**Run 1: cells by drive strength**

Scale: 6 px per µm.
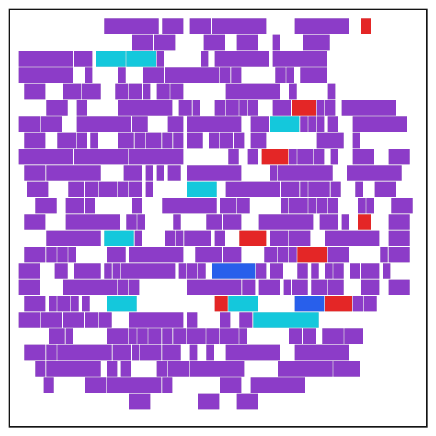
**Run 1: routing congestion map**

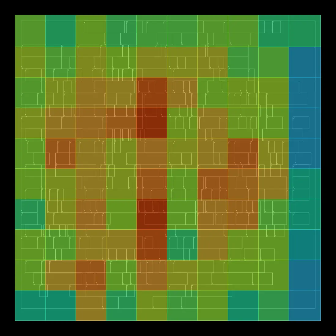
**Run 1: placed cells, one colour a class**

Scale: 6 px per µm. Fill, decap, tap and diode cells in grey.
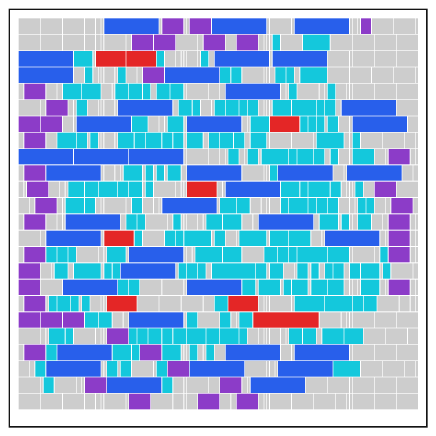
$ cat src/rtl/puf_challenge_sequencer.sv
// Arbiter-PUF challenge sequencer: steps NBITS challenges from a seed, fires VOTES launches per
// challenge, majority-votes the synchronised responses and reports a word plus instability mask.
module puf_challenge_sequencer #(
  parameter int unsigned CH_W   = 8,
  parameter int unsigned NBITS  = 8,
  parameter int unsigned VOTES  = 5,
  parameter int unsigned SETTLE = 4,
  parameter int unsigned HOLD   = 4
) (
  input  logic             clk,
  input  logic             rst_n,
  input  logic             start,
  input  logic             abort,
  input  logic [CH_W-1:0]  seed,
  input  logic             puf_resp,
  output logic [CH_W-1:0]  puf_chal,
  output logic             puf_pulse,
  output logic             busy,
  output logic             out_valid,
  input  logic             out_ready,
  output logic [NBITS-1:0] resp_word,
  output logic [NBITS-1:0] unstable
);

  localparam int unsigned VW   = $clog2(VOTES + 1);
  localparam int unsigned BW   = (NBITS > 1) ? $clog2(NBITS) : 1;
  localparam int unsigned PMAX = (SETTLE > HOLD) ? SETTLE : HOLD;
  localparam int unsigned CW   = (PMAX > 1) ? $clog2(PMAX) : 1;

  localparam logic [CW-1:0] SettleLast = CW'(SETTLE - 1);
  localparam logic [CW-1:0] HoldLast   = CW'(HOLD - 1);
  localparam logic [VW-1:0] VotesV     = VW'(VOTES);
  localparam logic [VW-1:0] HalfV      = VW'(VOTES / 2);
  localparam logic [BW-1:0] LastBit    = BW'(NBITS - 1);

  typedef enum logic [2:0] {
    StIdle, StSetup, StHigh, StSample, StLow, StNext, StDone
  } state_e;

  state_e           state_q, state_d;
  logic [CW-1:0]    cnt_q;
  logic [VW-1:0]    vote_cnt_q;
  logic [VW-1:0]    ones_q;
  logic [BW-1:0]    bit_idx_q;
  logic [1:0]       sync_q;
  logic [CH_W-1:0]  chal_q;
  logic [NBITS-1:0] resp_q;
  logic [NBITS-1:0] unst_q;
  logic             last_bit;

  assign last_bit = (bit_idx_q == LastBit);

  always_ff @(posedge clk or negedge rst_n) begin
    if (!rst_n) begin
      state_q <= StIdle;
    end else begin
      state_q <= state_d;
    end
  end

  always_comb begin
    state_d = state_q;
    unique case (state_q)
      StIdle:   if (start) state_d = StSetup;
      StSetup:  if (cnt_q == SettleLast) state_d = StHigh;
      StHigh:   if (cnt_q == HoldLast) state_d = StSample;
      StSample: state_d = StLow;
      StLow: begin
        if (cnt_q == SettleLast) state_d = (vote_cnt_q < VotesV) ? StHigh : StNext;
      end
      StNext:   state_d = last_bit ? StDone : StSetup;
      StDone:   if (out_ready) state_d = StIdle;
      default:  state_d = StIdle;
    endcase
    if (abort) state_d = StIdle;
  end

  always_comb begin
    puf_pulse = (state_q == StHigh) || (state_q == StSample);
    busy      = (state_q != StIdle);
    out_valid = (state_q == StDone);
  end

  // Phase counter restarts on every state change so each timed phase counts from zero.
  always_ff @(posedge clk or negedge rst_n) begin
    if (!rst_n) begin
      cnt_q <= '0;
    end else if (state_d != state_q) begin
      cnt_q <= '0;
    end else if (state_q == StSetup || state_q == StHigh || state_q == StLow) begin
      cnt_q <= cnt_q + CW'(1);
    end
  end

  always_ff @(posedge clk or negedge rst_n) begin
    if (!rst_n) begin
      sync_q <= '0;
    end else begin
      sync_q <= {sync_q[0], puf_resp};
    end
  end

  always_ff @(posedge clk or negedge rst_n) begin
    if (!rst_n) begin
      chal_q     <= '0;
      bit_idx_q  <= '0;
      vote_cnt_q <= '0;
      ones_q     <= '0;
      resp_q     <= '0;
      unst_q     <= '0;
    end else if (!abort) begin
      unique case (state_q)
        StIdle: begin
          if (start) begin
            chal_q     <= seed;
            bit_idx_q  <= '0;
            vote_cnt_q <= '0;
            ones_q     <= '0;
            resp_q     <= '0;
            unst_q     <= '0;
          end
        end
        StSample: begin
          ones_q     <= ones_q + VW'(sync_q[1]);
          vote_cnt_q <= vote_cnt_q + VW'(1);
        end
        StNext: begin
          resp_q[bit_idx_q] <= (ones_q > HalfV);
          unst_q[bit_idx_q] <= (ones_q != '0) && (ones_q != VotesV);
          vote_cnt_q        <= '0;
          ones_q            <= '0;
          if (!last_bit) begin
            bit_idx_q <= bit_idx_q + BW'(1);
            chal_q    <= chal_q + CH_W'(1);
          end
        end
        default: ;
      endcase
    end
  end

  assign puf_chal  = chal_q;
  assign resp_word = resp_q;
  assign unstable  = unst_q;

endmodule

$ cat config.mk
export PLATFORM = sky130hd
export DESIGN_NAME = puf_challenge_sequencer
export DESIGN_NICKNAME = d
export VERILOG_FILES = /design/src/rtl/puf_challenge_sequencer.sv
export SDC_FILE = /design/constraint.sdc
export NUM_CORES = 1
export LEC_CHECK = 0
export CORE_UTILIZATION = 50
export CTS_BUF_LIST = sky130_fd_sc_hd__clkbuf_4 sky130_fd_sc_hd__clkbuf_8
export DETAILED_ROUTE_END_ITERATION = 10
export PLACE_DENSITY = 0.78
export SLEW_MARGIN = 20
export SYNTH_ARGS = -nofsm -noshare
export SYNTH_HDL_FRONTEND = slang
export SYNTH_SLANG_ARGS = --single-unit
$ cat constraint.sdc
create_clock -name clk -period 5 [get_ports clk]
set_clock_uncertainty 0.2 [all_clocks]
set_input_delay 0.5 -clock clk [delete_from_list [all_inputs] [get_ports clk]]
set_output_delay 0.5 -clock clk [all_outputs]
set_load 0.01 [all_outputs]
==> impl_summary.log, run 1 <==
[report] extracting results
INFO  metric status = finished, final reports clean
INFO  metric r2r-start = bit_idx_q[0]$_DFFE_PN0P_
INFO  metric global_route.usage.met3 = 4.80%
INFO  metric met1_usage = 31.2%
INFO  metric clkSinkCount = around 40
INFO  metric yosys.cell_types.count = approximately 50
INFO  metric port_buffers = 40
INFO  metric final_min_period_over_clock_period = 53.4%
INFO  metric number_of_warning_messages_in_the_yosys_log = 0
INFO  metric drive_gt1_share = 6.57%
INFO  metric cts-hold-fix-buffers = 0
INFO  metric timing.max_cap.violations = 0
INFO  metric p_clk = approximately 290 µW
INFO  metric synth.comb.largest_family = AND-OR/OR-AND gates
INFO  metric cts_htree_levels = 2
INFO  metric warnings = 26
INFO  metric drc = 0
INFO  metric fp_util = roughly 52%
INFO  metric final_common_cell = sky130_fd_sc_hd__dfrtp_1
INFO  metric worst_ep_required_time = 4300 ps
INFO  metric antenna_fix_cells = 0
INFO  metric avgViaCountPerCell = 5.68
INFO  metric clock.latency.late_pin = 290 ps
INFO  metric rsz0062_at_grt = false
INFO  metric cts-buffers-inserted = 5
INFO  metric crit_type = register to output pin
INFO  metric ctsRootBufferMaster = sky130_fd_sc_hd__clkbuf_8
INFO  metric critPathSlowestCell = sky130_fd_sc_hd__dfrtp_1
INFO  metric dp_hpwl = 3.31 mm
INFO  metric timing.fmax = roughly 0.37 GHz
INFO  metric synth.cellmix.simpleShare = between 20% and 30%
INFO  metric switching_power = between 150 and 200 µW
INFO  metric first_pass_iters = 4
INFO  metric pwr.group.sequential = 371 µW
INFO  metric min-delay-path-class = input port to asynchronous set/reset pin
INFO  metric finalSetupViolCount = 0
INFO  metric power_leader = registers
INFO  metric reg2reg_setup_slack = 2500 ps
INFO  metric yosys.area_share.xor_xnor = 1.55%
INFO  metric clk_pin_slew = 80 ps
INFO  metric internal_power = 588 µW
INFO  metric worstMarginPinSlew = about 900 ps
INFO  metric critical_path.max_fanout = 19
INFO  metric fp.dieW = 69.3 µm
INFO  metric synth.ff_latch_count = 40
INFO  metric r2r-end = puf_chal[3]$_DFFE_PN0P_
INFO  metric route.final.wire_length = approximately 4.9 mm
INFO  metric ff2ff_path_depth = 6
INFO  metric grt_first_pass_wirelength = 8.22 mm
INFO  metric worstPathBufferInverterCount = 1
INFO  metric power.leakage = 0.00121 µW
INFO  metric peak_supply_drop = 0.000206 V
INFO  metric synth.yosys.num_cells = 243
INFO  metric cts_tree = yes
INFO  metric post_synth_ao_oa_area_fraction = about a fifth
INFO  metric drt_first_iter_violations = 111
INFO  metric hold_viol = 0
INFO  metric num_vias = between 1,500 and 2,000
INFO  metric timing_max_transition_violations_final = 0
INFO  metric clockPowerShare = between 30 and 40%
INFO  metric critPathCapture = puf_pulse
INFO  metric netSwitchingFraction = ~25%
INFO  metric yosysChipArea = roughly 2300 µm²
INFO  metric ys_sh_mux = under 10%
INFO  metric critical_path_arrival = 1970 ps
INFO  metric finalCriticalPeriod = ~2700 ps
INFO  metric post_synthesis_adder_cell_area_fraction = around 3.9%
INFO  metric syn_nets = around 260
INFO  metric synth-async-reset-ratio = 100%
INFO  metric synth_top_flop_cell = sky130_fd_sc_hd__dfrtp_1
INFO  metric power_frac_seq = a little under half
INFO  metric post-cts-setup-buffers = 0
INFO  metric slew_headroom = 39.5%
INFO  metric clk_path_buf_depth = 2
INFO  metric synthesis.area = 2270 µm²
INFO  metric chipHeight = 69.3 µm
INFO  metric detail-route-antenna-nets = 0
INFO  metric top_family_by_delay_on_critical_path = flip-flops
INFO  metric edf_count = 0
INFO  metric crit_path_start = state_q[1]$_DFF_PN0_
INFO  metric floorplan.io_pins = between 40 and 50
INFO  metric crit_path_max_incr_delay = 760 ps
INFO  metric combPwrFrac = between 10% and 20%
INFO  metric syn_inst = 243
INFO  metric place.gp.congestion = 0.770
INFO  metric post_cts_resize_count = 0
INFO  metric grt_start_max_net_pins = 41
INFO  metric postPlaceCellArea = around 2600 µm²
-- 'cells by drive strength' (at the start) --
legend:
  x3 and x4:
    colour: blue
    cells: 2
    share: 0.73%
  x2:
    colour: red
    cells: 8
    share: 2.9%
  x1 and smaller:
    colour: purple
    cells: 256
    share: 93%
  x6 and larger:
    colour: cyan
    cells: 8
    share: 2.9%
layout overhead on the synthesized area: 21.3%
post-route cell area: 2750 µm²
post-route setup slack: 2330 ps

-- 'routing congestion map' (at the start) --
WL per Instance: 14.9 µm
grt met2 use: 31.7%
most congested layer reported by global routing: met2
Overall Global Routing Usage: 21.4%
utilization after layout: 63.2%

-- 'placed cells, one colour a class' (at the start) --
legend:
  registers:
    colour: blue
    cells: 40
    share_of_their_area: 37%
  clock drivers and dummy loads:
    colour: red
    cells: 8
    share_of_their_area: 4.7%
  remaining buffers and delay cells:
    colour: purple
    cells: 40
    share_of_their_area: 15%
  remaining logic cells:
    colour: cyan
    cells: 186
    share_of_their_area: 43%
core region area: 4350 µm²
std cell rows: 24

[run 1: routing by layer]
layer | vias up | part of all wire, %
met5 | - | 0
met4 | 0 | 1.2
met3 | 6 | 3.8
met2 | 44 | 44
met1 | 872 | 51
li1 | 930 | -
[run 1: cells in the mapped netlist (all sizes together), types with 3 or more instances]
| library cell | instances | area share, % |
|---|---|---|
| a21oi | 13 | 2.9 |
| a22o | 5 | 1.9 |
| a2bb2oi | 4 | 1.5 |
| and2 | 4 | 1.1 |
| buf | 13 | 3.9 |
| clkbuf | 4 | 0.66 |
| dfrtp | 40 | 44 |
| ha | 7 | 3.9 |
| inv | 11 | 1.8 |
| mux2i | 4 | 1.9 |
| nand2 | 29 | 4.9 |
| nand3 | 8 | 1.8 |
| nand3b | 5 | 2.2 |
| nor2 | 16 | 2.8 |
| nor2b | 6 | 2.0 |
| nor3 | 3 | 0.66 |
| nor3b | 4 | 1.5 |
| o21a | 3 | 0.99 |
| o21ai | 24 | 5.3 |
| o22ai | 8 | 2.2 |
| o2bb2ai | 3 | 1.2 |
| xor2 | 4 | 1.5 |
[run 1: metrics by stage]
step,hold WS [ps],setup slack [ps],util [%],instances,total power (µW)
after floorplan,4.41,3210,-,243,444
after global placement,133,2460,60.3,318,501
after detailed placement,143,2420,60.3,318,505
after CTS,162,2330,63.2,326,796
after global routing,174,2170,63.2,326,822
final,128,2330,63.2,326,786
[run 1: area by class of cell]
type	count	area (µm²)
Clock buffer	7	96.3
Clock inverter	1	30.0
Fill cell	361	1600
Inverter	11	41.3
Multi-Input combinational cell	175	1120
Sequential cell	40	1000
Tap cell	52	65.1
Timing Repair Buffer	40	395
**Run 1: the metal 3 layer**

Scale: 6 px per µm.
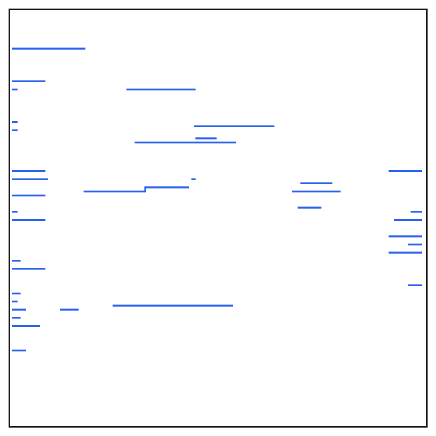

==> inputs of run 2 (changes only) <==
- CORE_UTILIZATION: 50 -> 49
- PLACE_DENSITY: 0.78 -> 0.79
- clock period: 5 -> 2.1 ns (I/O delays scaled with it)
**Run 2: the metal 3 layer**

Scale: 6 px per µm.
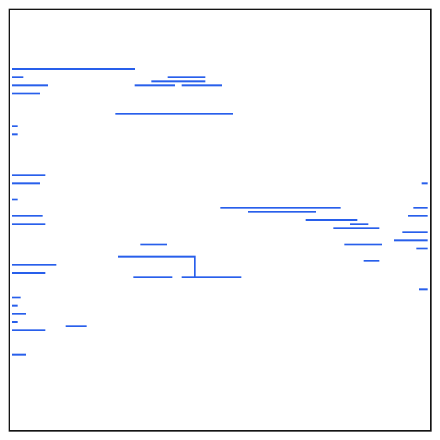
nets with wire on the layer: 39
wire length on this layer: 240 µm
share of all routed wire: 4.6%
longest straight run: 20.2 µm
Total Wirelength: 5.16 mm
total via count after detailed routing: 1,962
met3 capacity usage during global routing: 4.04%

**Run 2: placed cells, one colour a class**

Scale: 6 px per µm. Fill, decap, tap and diode cells in grey.
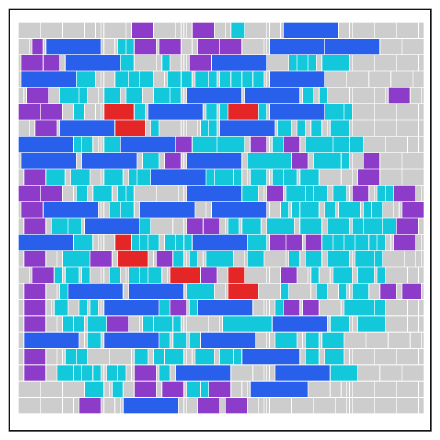
legend:
  remaining buffers and delay cells:
    colour: purple
    cells: 62
    share_of_their_area: 20%
  clock drivers and dummy loads:
    colour: red
    cells: 8
    share_of_their_area: 3.4%
  remaining logic cells:
    colour: cyan
    cells: 186
    share_of_their_area: 41%
  registers:
    colour: blue
    cells: 40
    share_of_their_area: 35%
post-route cell area: 2910 µm²
fraction of area in registers: 34.5%
core region area: 4410 µm²
utilization after layout: 65.8%

==> impl_summary.log, run 2 <==
[report] extracting results
INFO  metric place.gp.congestion = 0.809 (+5.1%)
INFO  metric timing.fmax = 0.497 GHz
INFO  metric syn_nets = 264 (unchanged)
INFO  metric synth_top_flop_cell = sky130_fd_sc_hd__dfrtp_1
INFO  metric met1_usage = 32.2% (+0.94 points)
INFO  metric fp_util = 51.4% (-0.71 points)
INFO  metric peak_supply_drop = 0.000436 V (+110%)
INFO  metric synthesis.area = 2270 µm² (unchanged)
INFO  metric slew_headroom = 44.8% (+5.3 points)
INFO  metric postPlaceCellArea = 2770 µm² (+5.4%)
INFO  metric place_ws = 104 ps (-2310 ps)
INFO  metric synth_largest_type_area_fraction = 44.2% (unchanged)
INFO  metric number_of_warning_messages_in_the_yosys_log = 0 (unchanged)
INFO  metric synthMostInstantiatedCell = sky130_fd_sc_hd__dfrtp_1
INFO  metric timing_max_transition_violations_final = 0 (unchanged)
INFO  metric finalCriticalPeriod = 2010 ps
INFO  metric total_power = 1740 µW (+120%)
INFO  metric cts_tree = yes
INFO  metric critPathSlowestCell = sky130_fd_sc_hd__clkdlybuf4s50_1
INFO  metric placed_cells_incl_taps = 337 (+6.0%)
INFO  metric met2_usage = 34.8% (+3.1 points)
INFO  metric power.leakage = 0.00130 µW (+7.8%)
INFO  metric chipHeight = 70.0 µm (+0.99%)
INFO  metric clkSinkCount = 40 (unchanged)
INFO  metric synth.yosys.num_cells = 243 (unchanged)
INFO  metric area.growth.synth_to_final = 28.1%
INFO  metric warnings = 26 (unchanged)
INFO  metric finalSetupViolCount = 0 (unchanged)
INFO  metric detail-route-antenna-nets = 0 (unchanged)
INFO  metric status = finished, final reports clean
INFO  metric clk_path_buf_depth = 2 (unchanged)
INFO  metric worst_ep_required_time = 1690 ps (-2610 ps)
INFO  metric critical_path_arrival = 1600 ps (-370 ps)
INFO  metric synthDominantAreaCellType = sky130_fd_sc_hd__dfrtp_1
INFO  metric drc = 0 (unchanged)
INFO  metric drt_first_iter_violations = 90 (-19%)
INFO  metric gr-max-usage-layer = met2
INFO  metric wl_met2 = 2.39 mm (+12%)
INFO  metric yosysChipArea = 2270 µm² (unchanged)
INFO  metric fp.dieW = 70.0 µm (+0.99%)
INFO  metric area_leaders = sky130_fd_sc_hd__dfrtp_1, sky130_fd_sc_hd__nand2_1, sky130_fd_sc_hd__ha_1, sky130_fd_sc_hd__o21ai_1, sky130_fd_sc_hd__a21oi_1
INFO  metric hold-worst-slack = 168 ps (+40.8 ps)
INFO  metric num_rows = 24 (unchanged)
INFO  metric worstMarginPinSlew = 824 ps (-77.3 ps)
INFO  metric ys_top_cells_by_count = sky130_fd_sc_hd__dfrtp_1, sky130_fd_sc_hd__nand2_1, sky130_fd_sc_hd__o21ai_1
INFO  metric hold_viol = 0 (unchanged)
INFO  metric port_buffers = 40 (unchanged)
INFO  metric critical_path.max_fanout = 14 (-5)
INFO  metric timing.max_cap.violations = 0 (unchanged)
INFO  metric clk_pin_slew = 80 ps (about the same)
INFO  metric wl_met1 = 2.49 mm (+0.73%)
INFO  metric dp_hpwl = 3.65 mm (+10%)
INFO  metric crit_path_max_incr_delay = 470 ps (-290 ps)
INFO  metric grt_start_max_net_pins = 41 (unchanged)
INFO  metric syn_inst = 243 (unchanged)
INFO  metric worst_slack = 89.1 ps (-2240 ps)
INFO  metric clock.latency.late_pin = 290 ps (about the same)
INFO  metric first_pass_iters = 4 (unchanged)
INFO  metric floorplan.io_pins = 41 (unchanged)
INFO  metric final_min_period_over_clock_period = 95.8%
INFO  metric yosys.cell_types.count = 49 (unchanged)
INFO  metric synth.ff_latch_count = 40 (unchanged)
INFO  metric cts-buffers-inserted = 5 (unchanged)
## run 2: worst max-delay path, delay by kind of cell (launching register included)
family	cells	cell delay [ps]
buf+inv	2	670
simple gates	2	220
flops	1	420
## run 2: cell families after synthesis
| kind of cell | after synthesis | synth area share [%] |
|---|---|---|
| AND-OR/OR-AND | 73 | 21.0 |
| XOR/XNOR | 4 | 1.55 |
| adder cells (fa/ha/maj) | 7 | 3.86 |
| buffers and inverters | 28 | 6.40 |
| flip-flops | 40 | 44.2 |
| multiplexers | 5 | 2.43 |
| AND/OR/NAND/NOR | 86 | 20.6 |
## run 2: timing repair
| item | in CTS | in global routing |
|---|---|---|
| endpoints found under the hold margin | 40 | 0 |
| endpoints found under the setup margin | 3 | 10 |
| setup buffers | 0 | 2 |
| resized | 4 | 2 |
| hold buffers | 1 | 0 |
## run 2: final timing paths
check	from	to	slack (ps)	depth (start not counted)
max	state_q[0]$_DFF_PN0_	busy	90	4
min	sync_q[0]$_DFF_PN0_	sync_q[1]$_DFF_PN0_	170	0
max reg2reg	bit_idx_q[0]$_DFFE_PN0P_	puf_chal[7]$_DFFE_PN0P_	160	7
min reg2reg	sync_q[0]$_DFF_PN0_	sync_q[1]$_DFF_PN0_	170	0
max in group asynchronous	rst_n	state_q[2]$_DFF_PN0_	1020	3
min in group asynchronous	rst_n	resp_word[1]$_DFFE_PN0P_	300	3
## run 2: layout make-up
cell class,count,area (µm²)
well taps,52,65.1
multi-input cells,175,1140
repair buffers,62,562
clock inverters,2,15.0
flip-flops and latches,40,1000
fillers,361,1510
clock buffers,6,82.6
inverters,11,41.3
## run 2: where the power goes
part,total (µW),switching (µW),internal (µW)
Clock,533,268,266
Sequential,873,52.6,821
Combinational,335,157,178
Total,1740,477,1260
**Run 2: routing congestion map**

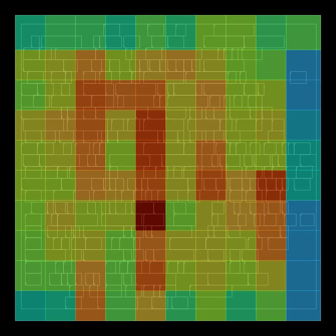

==> inputs of run 3 (changes only) <==
- CORE_UTILIZATION: 49 -> 35
- PLACE_DENSITY: 0.79 -> 0.6
**Run 3: routing congestion map**

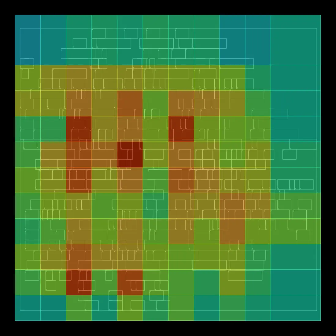
met3 capacity usage during global routing: 3.74%
Overall Global Routing Usage: 17.3%
utilization after layout: 48.4%

**Run 3: the metal 3 layer**

Scale: 6 px per µm.
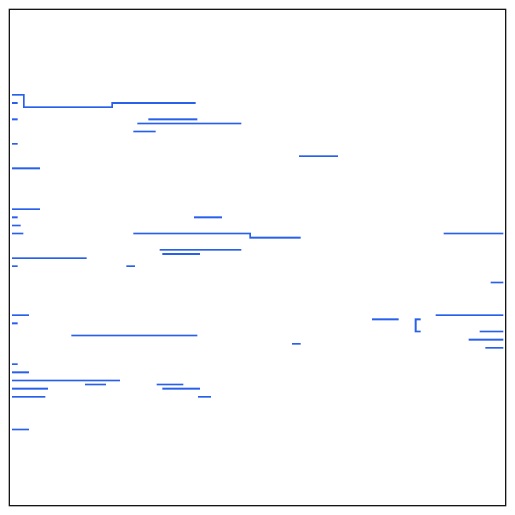
total via count after detailed routing: 1,980
Total Wirelength: 5.29 mm

==> impl_summary.log, run 3 <==
[report] extracting results
INFO  metric synthMostInstantiatedCell = sky130_fd_sc_hd__dfrtp_1
INFO  metric status = finished, final reports clean
INFO  metric cts-buffers-inserted = 5 (unchanged)
INFO  metric crit_path_max_incr_delay = 540 ps (+70 ps)
INFO  metric hold-worst-slack = 140 ps (-28.2 ps)
INFO  metric post-cts-setup-buffers = 0 (unchanged)
INFO  metric worstPathBufferInverterCount = 1 (-1)
INFO  metric wl_met1 = 2.64 mm (+5.9%)
INFO  metric top_family_by_delay_on_critical_path = buffers and inverters
INFO  metric number_of_warning_messages_in_the_yosys_log = 0 (unchanged)
INFO  metric ys_top_cells_by_count = sky130_fd_sc_hd__dfrtp_1, sky130_fd_sc_hd__nand2_1, sky130_fd_sc_hd__o21ai_1
INFO  metric power.leakage = 0.00130 µW (-0.31%)
INFO  metric synth.yosys.num_cells = 243 (unchanged)
INFO  metric clk_path_buf_depth = 2 (unchanged)
INFO  metric core = 6100 µm² (+38%)
INFO  metric synthDominantAreaCellType = sky130_fd_sc_hd__dfrtp_1
INFO  metric worst_slack = 102 ps (+12.8 ps)
INFO  metric clk_pin_slew = 80 ps (about the same)
INFO  metric fin_area = 2950 µm² (+1.6%)
INFO  metric synth.ff_latch_count = 40 (unchanged)
INFO  metric grt_start_max_net_pins = 22 (-46%)
INFO  metric critPathSlowestCell = sky130_fd_sc_hd__clkdlybuf4s50_1
INFO  metric crit_path_start = state_q[1]$_DFF_PN0_
INFO  metric worstMarginPinSlew = 475 ps (-350 ps)
INFO  metric clock.latency.late_pin = 300 ps (about the same)
INFO  metric port_buffers = 40 (unchanged)
INFO  metric worst_ep_required_time = 1690 ps (about the same)
INFO  metric placed_cells_incl_taps = 358 (+6.2%)
INFO  metric fp_util = 37.2% (-14 points)
INFO  metric finalSetupViolCount = 0 (unchanged)
INFO  metric hold_viol = 0 (unchanged)
INFO  metric slew_headroom = 68.4% (+24 points)
INFO  metric clkSinkCount = 40 (unchanged)
INFO  metric peak_supply_drop = 0.000338 V (-22%)
INFO  metric total_power = 1910 µW (+9.6%)
INFO  metric synthesis.area = 2270 µm² (unchanged)
INFO  metric timing_max_transition_violations_final = 0 (unchanged)
INFO  metric yosysChipArea = 2270 µm² (unchanged)
INFO  metric wl_met2 = 2.31 mm (-3.6%)
INFO  metric worstHoldStart = puf_resp
INFO  metric detail-route-antenna-nets = 0 (unchanged)
INFO  metric finalCriticalPeriod = 2000 ps (-12.8 ps)
INFO  metric final_min_period_over_clock_period = 95.1% (-0.61 points)
## run 3: timing repair
| item | CTS | global route |
|---|---|---|
| hold endpoints to repair | 19 | 0 |
| hold buffers | 1 | 0 |
| setup endpoints to repair | 2 | 4 |
| gates resized | 1 | 3 |
## run 3: metal layers
metal  global-route usage, %  vias up
met1                    24.5      953
met2                    25.7       56
met3                    3.74        8
met4                    6.49        0
met5                       0        -
li1                        -      963
## run 3: final cells by class
type	instances	area (µm²)	share of cell area (%)
clock inverters	1	30.0	1.02
multi-input cells	175	1130	38.3
clock buffers	7	96.3	3.26
well taps	75	93.8	3.18
flip-flops and latches	40	1000	33.9
inverters	11	41.3	1.40
repair buffers	58	558	18.9
## run 3: power by group
part / switching, µW / internal (µW) / leakage, µW
clock: 280 / 420 / 0.0000645
combinational: 156 / 180 / 0.000702
sequential: 51.8 / 821 / 0.000532
## run 3: cells by family (layout without fill, tap and decap cells)
logic type	Yosys count	count (layout)	share of synthesized area [%]
compound gates	73	73	21.0
buf+inv	28	77	6.40
xor+xnor	4	4	1.55
mux	5	5	2.43
fa+ha+maj	7	7	3.86
flops	40	40	44.2
simple gates	86	86	20.6
## run 3: final timing paths
path,cells after the start,end,slack (ps)
setup / recovery,2,puf_pulse,100
hold / removal,1,sync_q[0]$_DFF_PN0_,140
setup reg to reg,7,puf_chal[6]$_DFFE_PN0P_,180
hold reg to reg,0,sync_q[1]$_DFF_PN0_,150
max in group asynchronous,3,cnt_q[0]$_DFFE_PN0P_,1030
min in group asynchronous,2,resp_word[1]$_DFFE_PN0P_,190
Power figures rest on the tool's default switching activity, not on a simulated workload.
